Fig. 1: run 1, placement by cell class
Drawn at 1.5 px/um. Fill, decap, tap and diode cells in gray.
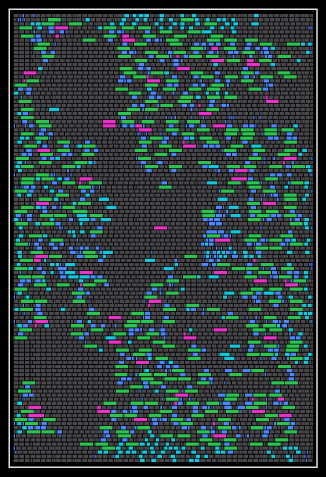
Fig. 2: run 1, signal wires by layer
Drawn at 1.5 px/um.
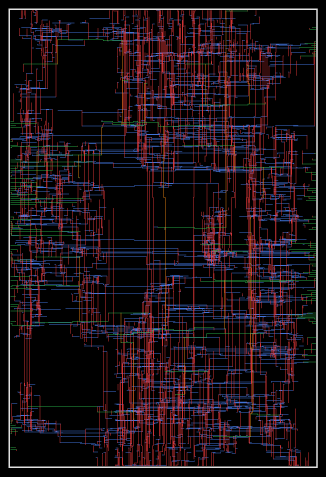
Fig. 3: run 1, routing congestion
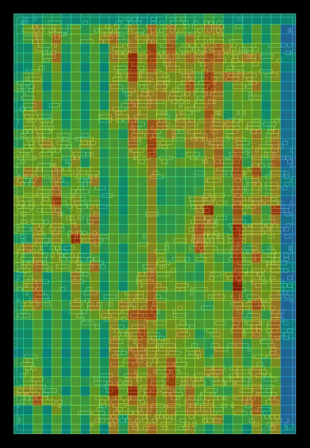
Fig. 4: run 1, supply network
Drawn at 1.5 px/um. Pins as bars on the die edge. Tap cells in gray.
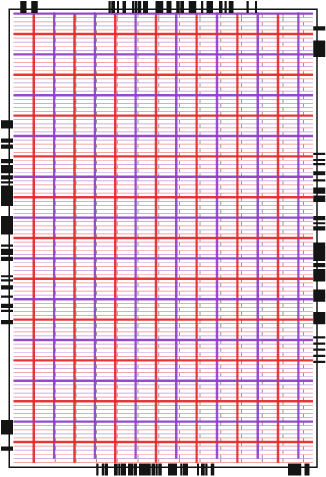
==> config.mk <==
export PLATFORM = sky130hd
export DESIGN_NAME = writeback_unit
export DESIGN_NICKNAME = d
export VERILOG_FILES = /design/src/rtl/writeback_pkg.sv /design/src/rtl/writeback_fifo.sv /design/src/rtl/writeback_unit.sv
export SDC_FILE = /design/constraint.sdc
export NUM_CORES = 1
export LEC_CHECK = 0
export CELL_PAD_IN_SITES_DETAIL_PLACEMENT = 0
export CELL_PAD_IN_SITES_GLOBAL_PLACEMENT = 1
export CORE_ASPECT_RATIO = 1.5
export CORE_MARGIN = 2
export CORE_UTILIZATION = 23
export DETAILED_ROUTE_END_ITERATION = 8
export HOLD_SLACK_MARGIN = 0.08
export PLACE_DENSITY = 0.51
export SLEW_MARGIN = 10
export SYNTH_ARGS = -nofsm -noshare
export SYNTH_HDL_FRONTEND = slang
export SYNTH_SLANG_ARGS = --single-unit
==> constraint.sdc <==
create_clock -name clock -period 2.01 [get_ports clock]
set_input_delay 0.5025 -clock clock [delete_from_list [all_inputs] [get_ports clock]]
set_output_delay 0.5025 -clock clock [all_outputs]
set_load 0.03 [all_outputs]
==> commit_impl_results.txt, run 1 <==
Store results of the implementation flow

- Result of the run: complete, but fails checks
* Failing checks: negative setup slack
- The final power report lists total power as around 28 mW.
- Most frequently used cell type in the post-synthesis netlist: sky130_fd_sc_hd__dfrtp_1
* Total clock sinks: 342
- Global-route track usage on met2: between 20% and 30%
- The chip occupies slightly above 0.06 mm2.
* Endpoint kind of the worst setup timing path: primary output
- Per the gpl log, the routability congestion estimate is 0.695.
* Final-report setup violation count: 1
- sky130_fd_sc_hd__dfrtp_1 takes more of the synthesized area than any other cell.
- The placed instances occupy a cell area of roughly 0.017 mm2.
* Register-to-register setup slack: between 100 and 150 ps
- For the worst flop-to-flop path, the logic depth is 6.
* Share of synthesized registers carrying an async set or reset: 100%
- The required time at the worst endpoint is listed as between 1500 and 2000 ps.
* Fraction of synthesized area in multiplexers: 26.7%
- Per the summary, power density relative to cell area is ~1500 mW/mm2.
- Per the timing report, the biggest fanout along the worst path comes to 3.
- The mapped netlist covers 0.0138 mm2.
- STA on the placed design reports a worst setup slack of -256 ps.
* Post-synthesis share of cell area spent on and-or and or-and gates: under 10%
* Critical Path Source Type: flip-flop
- For reference, the top cells by area after synthesis are sky130_fd_sc_hd__dfrtp_1 62%, sky130_fd_sc_hd__mux2_2 19%, sky130_fd_sc_hd__mux2i_1 6.5%.
* Number of warnings the tools reported: 32
- Setup slack after layout: -23.2 ps
- Area delta synth->final: 33.3%
- In this run the top signal layer used is met4.
- The routed design uses 19800 um of met2 wire.
- Violation count after the first detailed-route iteration: 201
* Unique cell types: 35
* Cell total after placement: 1960
- During tapcell insertion the tool placed slightly below 800 well taps.
- Worst-case clock skew: roughly 14 ps
- Antenna Nets Post-Route: 0
- Leaving out the clock tree, the finished layout contains an inverter count of 9.
* Layout Nets: 1333
- Detailed-routing iteration count for the pre-antenna-repair pass: 4
- The synthesized netlist devotes 3.75% of its cell area to simple gates.
* Number of storage elements in the synthesis netlist: 342
- Hold-fix buffers at CTS: 1
- TritonCTS built the clock tree.
* Wire length on met3: between 2000 and 2500 um
- After Yosys synthesis, full adders, half adders and majority gates account for less than 1% of the synthesized area.
- Among the non-sequential cells, multiplexers take the most area.
- Final count of hold timing violations: 0
* Insertion delay at the late pin of the worst-skew pair: ~550 ps
- For this design, the slowest cell found on the critical path is sky130_fd_sc_hd__dfrtp_2.
- Flip-flop count of the largest register, all copies and words added: roughly 180
About Fig. 1:
clock drivers and dummy loads: marked magenta, cells 69, share of their area 7.4%. combinational and other logic: marked blue, cells 578, share of their area 28%. remaining buffers and delay cells: marked cyan, cells 260, share of their area 15%. sequential cells: marked green, cells 342, share of their area 49%.
cell area after layout: 0.0184 mm2
Seq/total area: 46.5%
utilization after layout: 30.9%
Row Count: 110
placeable core region: 0.0597 mm2

About Fig. 2:
metal 3: marked green, wire length 2090 um. metal 4: marked orange, wire length 875 um. metal 1: marked blue, wire length 15300 um. metal 2: marked red, wire length 19800 um.
total global-route track usage: 12.5%
via count of the routed design: 8276
drt total wl: 38000 um
routed wire length per instance: 18.7 um

About Fig. 3:
GR met1 Demand/Resource: 14.7%
GRT busiest layer: met2

About Fig. 4:
VDD: marked purple. VSS: marked red.
22 straps on met5. The core has 110 rows. 111 met1 rails follow the rows. 14 straps on met4.
Die X: 204 um
maximum VDD drop: 0.769 mV
Chip Height: 304 um

-- run 1: power groups by stage --
stage	combinational (mW)	clock (mW)	sequential [mW]
after detailed placement	10.2	0	11.1
after CTS	9.86	7.59	10.9
final	9.55	7.23	10.9
after global routing	10.5	7.83	11.3
after global placement	10.1	0	11.0
after floorplan	5.49	0	11.8
-- run 1: cell usage in the layout (no fill, tap or decap), drive strengths merged, types with 2 or more instances in the layout --
cell type,Yosys,layout
o21ai,69,69
clkdlybuf4s50,0,103
and3,2,2
dfrtp,342,342
buf,62,67
ha,7,7
or4,2,2
conb,1,32
o211ai,2,2
clkinv,0,8
xnor2,4,4
inv,9,9
mux2i,90,90
mux2,245,245
nand2,78,78
bufinv,0,3
clkbuf,22,57
nand3,2,2
nor2,22,22
nand2b,2,2
nor4,2,2
dlygate4sd2,0,89
==> run 2: changes to the inputs <==
Settings changed: ABC_CLOCK_PERIOD_IN_PS set to 2009.
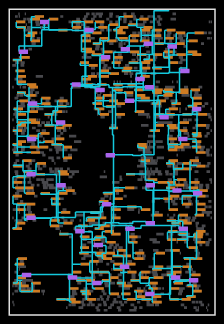
Fig. 5. Routed clock nets over the placement (run 2).
Drawn at 1 px/um.
clock drivers: marked purple, count 39. flip-flops: marked orange, count 342. clock wires: marked cyan, length 5380 um.
There are 40 routed clock nets. Position of the flops: all over the die.
share of total power in the clock network: 26.1%
power of the clock network: 7.23 mW
insertion delay at the late pin of the worst-skew pair: 550 ps
worst-case clock skew: 14.0 ps

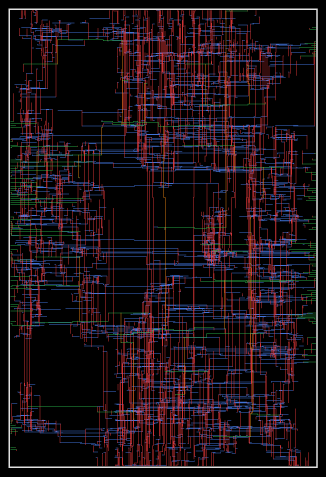
Fig. 6. Signal wires by layer (run 2).
Drawn at 1.5 px/um.
metal 1: marked blue, wire length 15300 um. metal 4: marked orange, wire length 875 um. metal 3: marked green, wire length 2090 um. metal 2: marked red, wire length 19800 um.

==> run 2 against run 1 <==
Effect of this change:
- the flow still finishes with violations (negative setup slack)
- non-clock buffer count did not move
- setup slack did not move
- clock power barely moved
- largest power group unchanged
- utilization did not move
- flip-flop count did not move
- area after synthesis did not move
- wire length did not move
- combinational power barely moved
- power did not move
- die area did not move
- highest routed layer unchanged
- critical path depth did not move
- clock skew did not move
==> commit_impl_results.txt, run 2 <==
Store results of the implementation flow

* Final non-filler cell total: 2033 (unchanged)
- Final-report setup violation count: 1 (unchanged)
* Top layer used by detailed routing: met4 (unchanged)
- Setup slack after layout: -23.2 ps (unchanged)
- The total placed instance area was 0.0172 mm2 (unchanged).
- The power density normalized to cell area came to 1500 mW/mm2 (unchanged).
- Design Power: 27.7 mW (unchanged)
- The met3 wire length came to 2090 um (unchanged).
- The final weighted congestion in routability-driven placement was 0.695 (unchanged).
- Flip-flop count of the largest register, all copies and words added: 176 (unchanged)
* Inserted Diodes: 0 (unchanged)
* Logic gate share of total power: 34.5% (about the same)
- Routed wire length per instance: 18.7 um (unchanged)
- Endpoint kind of the worst setup timing path: primary output (unchanged)
- Num ports: 229 (unchanged)
* GR met1 Demand/Resource: 14.7% (unchanged)
- GRT busiest layer: met2 (unchanged)
- Top logic cells by instance count in the layout: 338 x sky130_fd_sc_hd__dfrtp_1, 237 x sky130_fd_sc_hd__mux2_2, 103 x sky130_fd_sc_hd__clkdlybuf4s50_1 (unchanged)
- The number of cells after detailed placement came to 1960 (unchanged).
- The master of the slowest instance on the critical path was sky130_fd_sc_hd__dfrtp_2 (unchanged).
* Cell area after layout: 0.0184 mm2 (unchanged)
- The delay of the slowest critical-path stage is 440 ps (about the same).
* Most frequently used cell type in the post-synthesis netlist: sky130_fd_sc_hd__dfrtp_1 (unchanged)
- The most frequent standard cell in the layout excluding fill and tap cells is sky130_fd_sc_hd__dfrtp_1 (unchanged).
* Global-route wire length before repair: 58200 um (unchanged)
* Crit path arrival time: 1530 ps (about the same)
- The number of logic gates came to 569 (unchanged).
- The number of placement rows was 110 (unchanged).
- Setup Crit Path Kind: reg -> out (unchanged)
- Drt via density: 4.07 (unchanged)
- Maximum VDD drop: 0.769 mV (unchanged)
- Cell types with the largest area share after synthesis: sky130_fd_sc_hd__dfrtp_1 62%, sky130_fd_sc_hd__mux2_2 19%, sky130_fd_sc_hd__mux2i_1 6.5% (unchanged).
* Result of the run: complete, but fails checks (unchanged)
- Antenna Nets Post-Route: 0 (unchanged)
- The largest buffer count on any clock path was 3 (unchanged).
* Via count of the routed design: 8276 (unchanged)
- The synthesized instance count is 973 (unchanged).
* Number of storage elements in the synthesis netlist: 342 (unchanged)
* Worst-case reg-to-reg path depth: 6 (unchanged)
- The share of total power consumed by net switching came to 32.6% (unchanged).
- Area fraction of clock buffers and clock inverters: 6.99% (unchanged)
- Series of cell instances along the critical path: nor4_2 > nand2_1 > buf_6 (unchanged).
* Unique cell types: 35 (unchanged)
- The number of hold violations in the final report was 0 (unchanged).
- The first-iteration detailed-routing DRC count was 201 (unchanged).
- The class of the worst hold path was in -> async (unchanged).
- Met2 wire length: 19800 um (unchanged)
- The setup slack on the worst flop-to-flop path was 120 ps (about the same).
- Top flip-flop cell by instance count after synthesis: sky130_fd_sc_hd__dfrtp_1 (unchanged)
* Area delta synth->final: 33.3% (unchanged)
- Unrepaired setup endpoints after global routing: true (unchanged).
- The mean instance size in the synthesized netlist came to 14.2 um2 (unchanged).
- The post-synth design cell area was 0.0138 mm2 (unchanged).
* Seq/total area: 46.5% (unchanged)
- Clock period minus worst slack: 2030 ps (unchanged)
- The y dimension of the die came to 304 um (unchanged).
- The post-placement worst setup slack came to -256 ps (unchanged).
- The non-clock buffer contribution to total cell area is 14.6% (unchanged).
* Post-synthesis cell type with the largest combined area: sky130_fd_sc_hd__dfrtp_1 (unchanged)
* Failing checks: negative setup slack (unchanged)
- The aggregate global-route resource usage came to 12.5% (unchanged).
- TritonCTS clock tree: yes (unchanged)
- The endpoint required time on the critical path came to 1510 ps (about the same).
- The measured slew at the worst slew-check pin is 643 ps (unchanged).
- The post-layout utilization of the core came to 30.9% (unchanged).
- The number of buffers inserted for hold repair after clock tree synthesis came to 1 (unchanged).
- Share of synthesized registers carrying an async set or reset: 100% (unchanged)
- Critical Path Source Type: flip-flop (unchanged)
- The starting utilization of the core area is 23.2% (unchanged).
* Leakage dissipation: 8.45 nW (unchanged)
- The final-stage net count came to 1333 (unchanged).
* Placeable core region: 0.0597 mm2 (unchanged)
* Detailed-routing iteration count for the pre-antenna-repair pass: 4 (unchanged)
* Total clock sinks: 342 (unchanged)
* Maximum number of pins on one net before global-route repair: 73 (unchanged)
- Count of buffers from port buffering: 196 (unchanged)
- Well-tap cell count: 784 (unchanged)
- The total wire length was 38000 um (unchanged).
- Sw power: 9.02 mW (unchanged)
* Area of the die: 0.0622 mm2 (unchanged)
- Largest fanout on the critical path: 3 (unchanged)
- Inverters excl. clock: 9 (unchanged)
- Die X: 204 um (unchanged)
- CLK BUF: 57 (unchanged)
* Number of warnings the tools reported: 32 (unchanged)
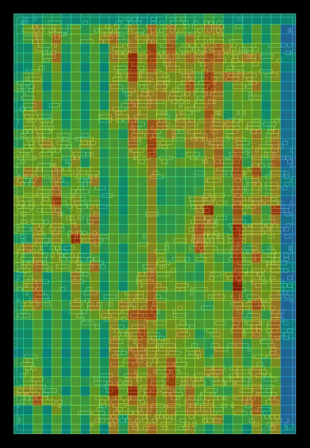
Fig. 7. Routing congestion (run 2).
fraction of met3 tracks used by global routing: 3.04%
global-route track usage on met2: 22.2%

-- run 2: cell counts after synthesis --
Identical to the previous run, type by type.
-- run 2: logic make-up after synthesis --
family / Yosys count / share of synthesized area (%)
flip-flops: 342 / 61.9
multiplexers: 335 / 26.7
AND/OR/NAND/NOR: 116 / 3.75
buffers and inverters: 93 / 3.94
AND-OR/OR-AND: 74 / 2.79
adder cells (fa/ha/maj): 7 / 0.633
XOR/XNOR: 5 / 0.317
other: 1 / 0.0271
-- run 2: power groups by stage --
stage	sequential, mW	clock [mW]	combinational (mW)
after floorplan	11.8	0	5.49
after global placement	11.0	0	10.1
after detailed placement	11.1	0	10.2
after CTS	10.9	7.59	9.86
after global routing	11.3	7.83	10.5
final	10.9	7.23	9.55
Power is estimated from default activity; no workload was simulated.
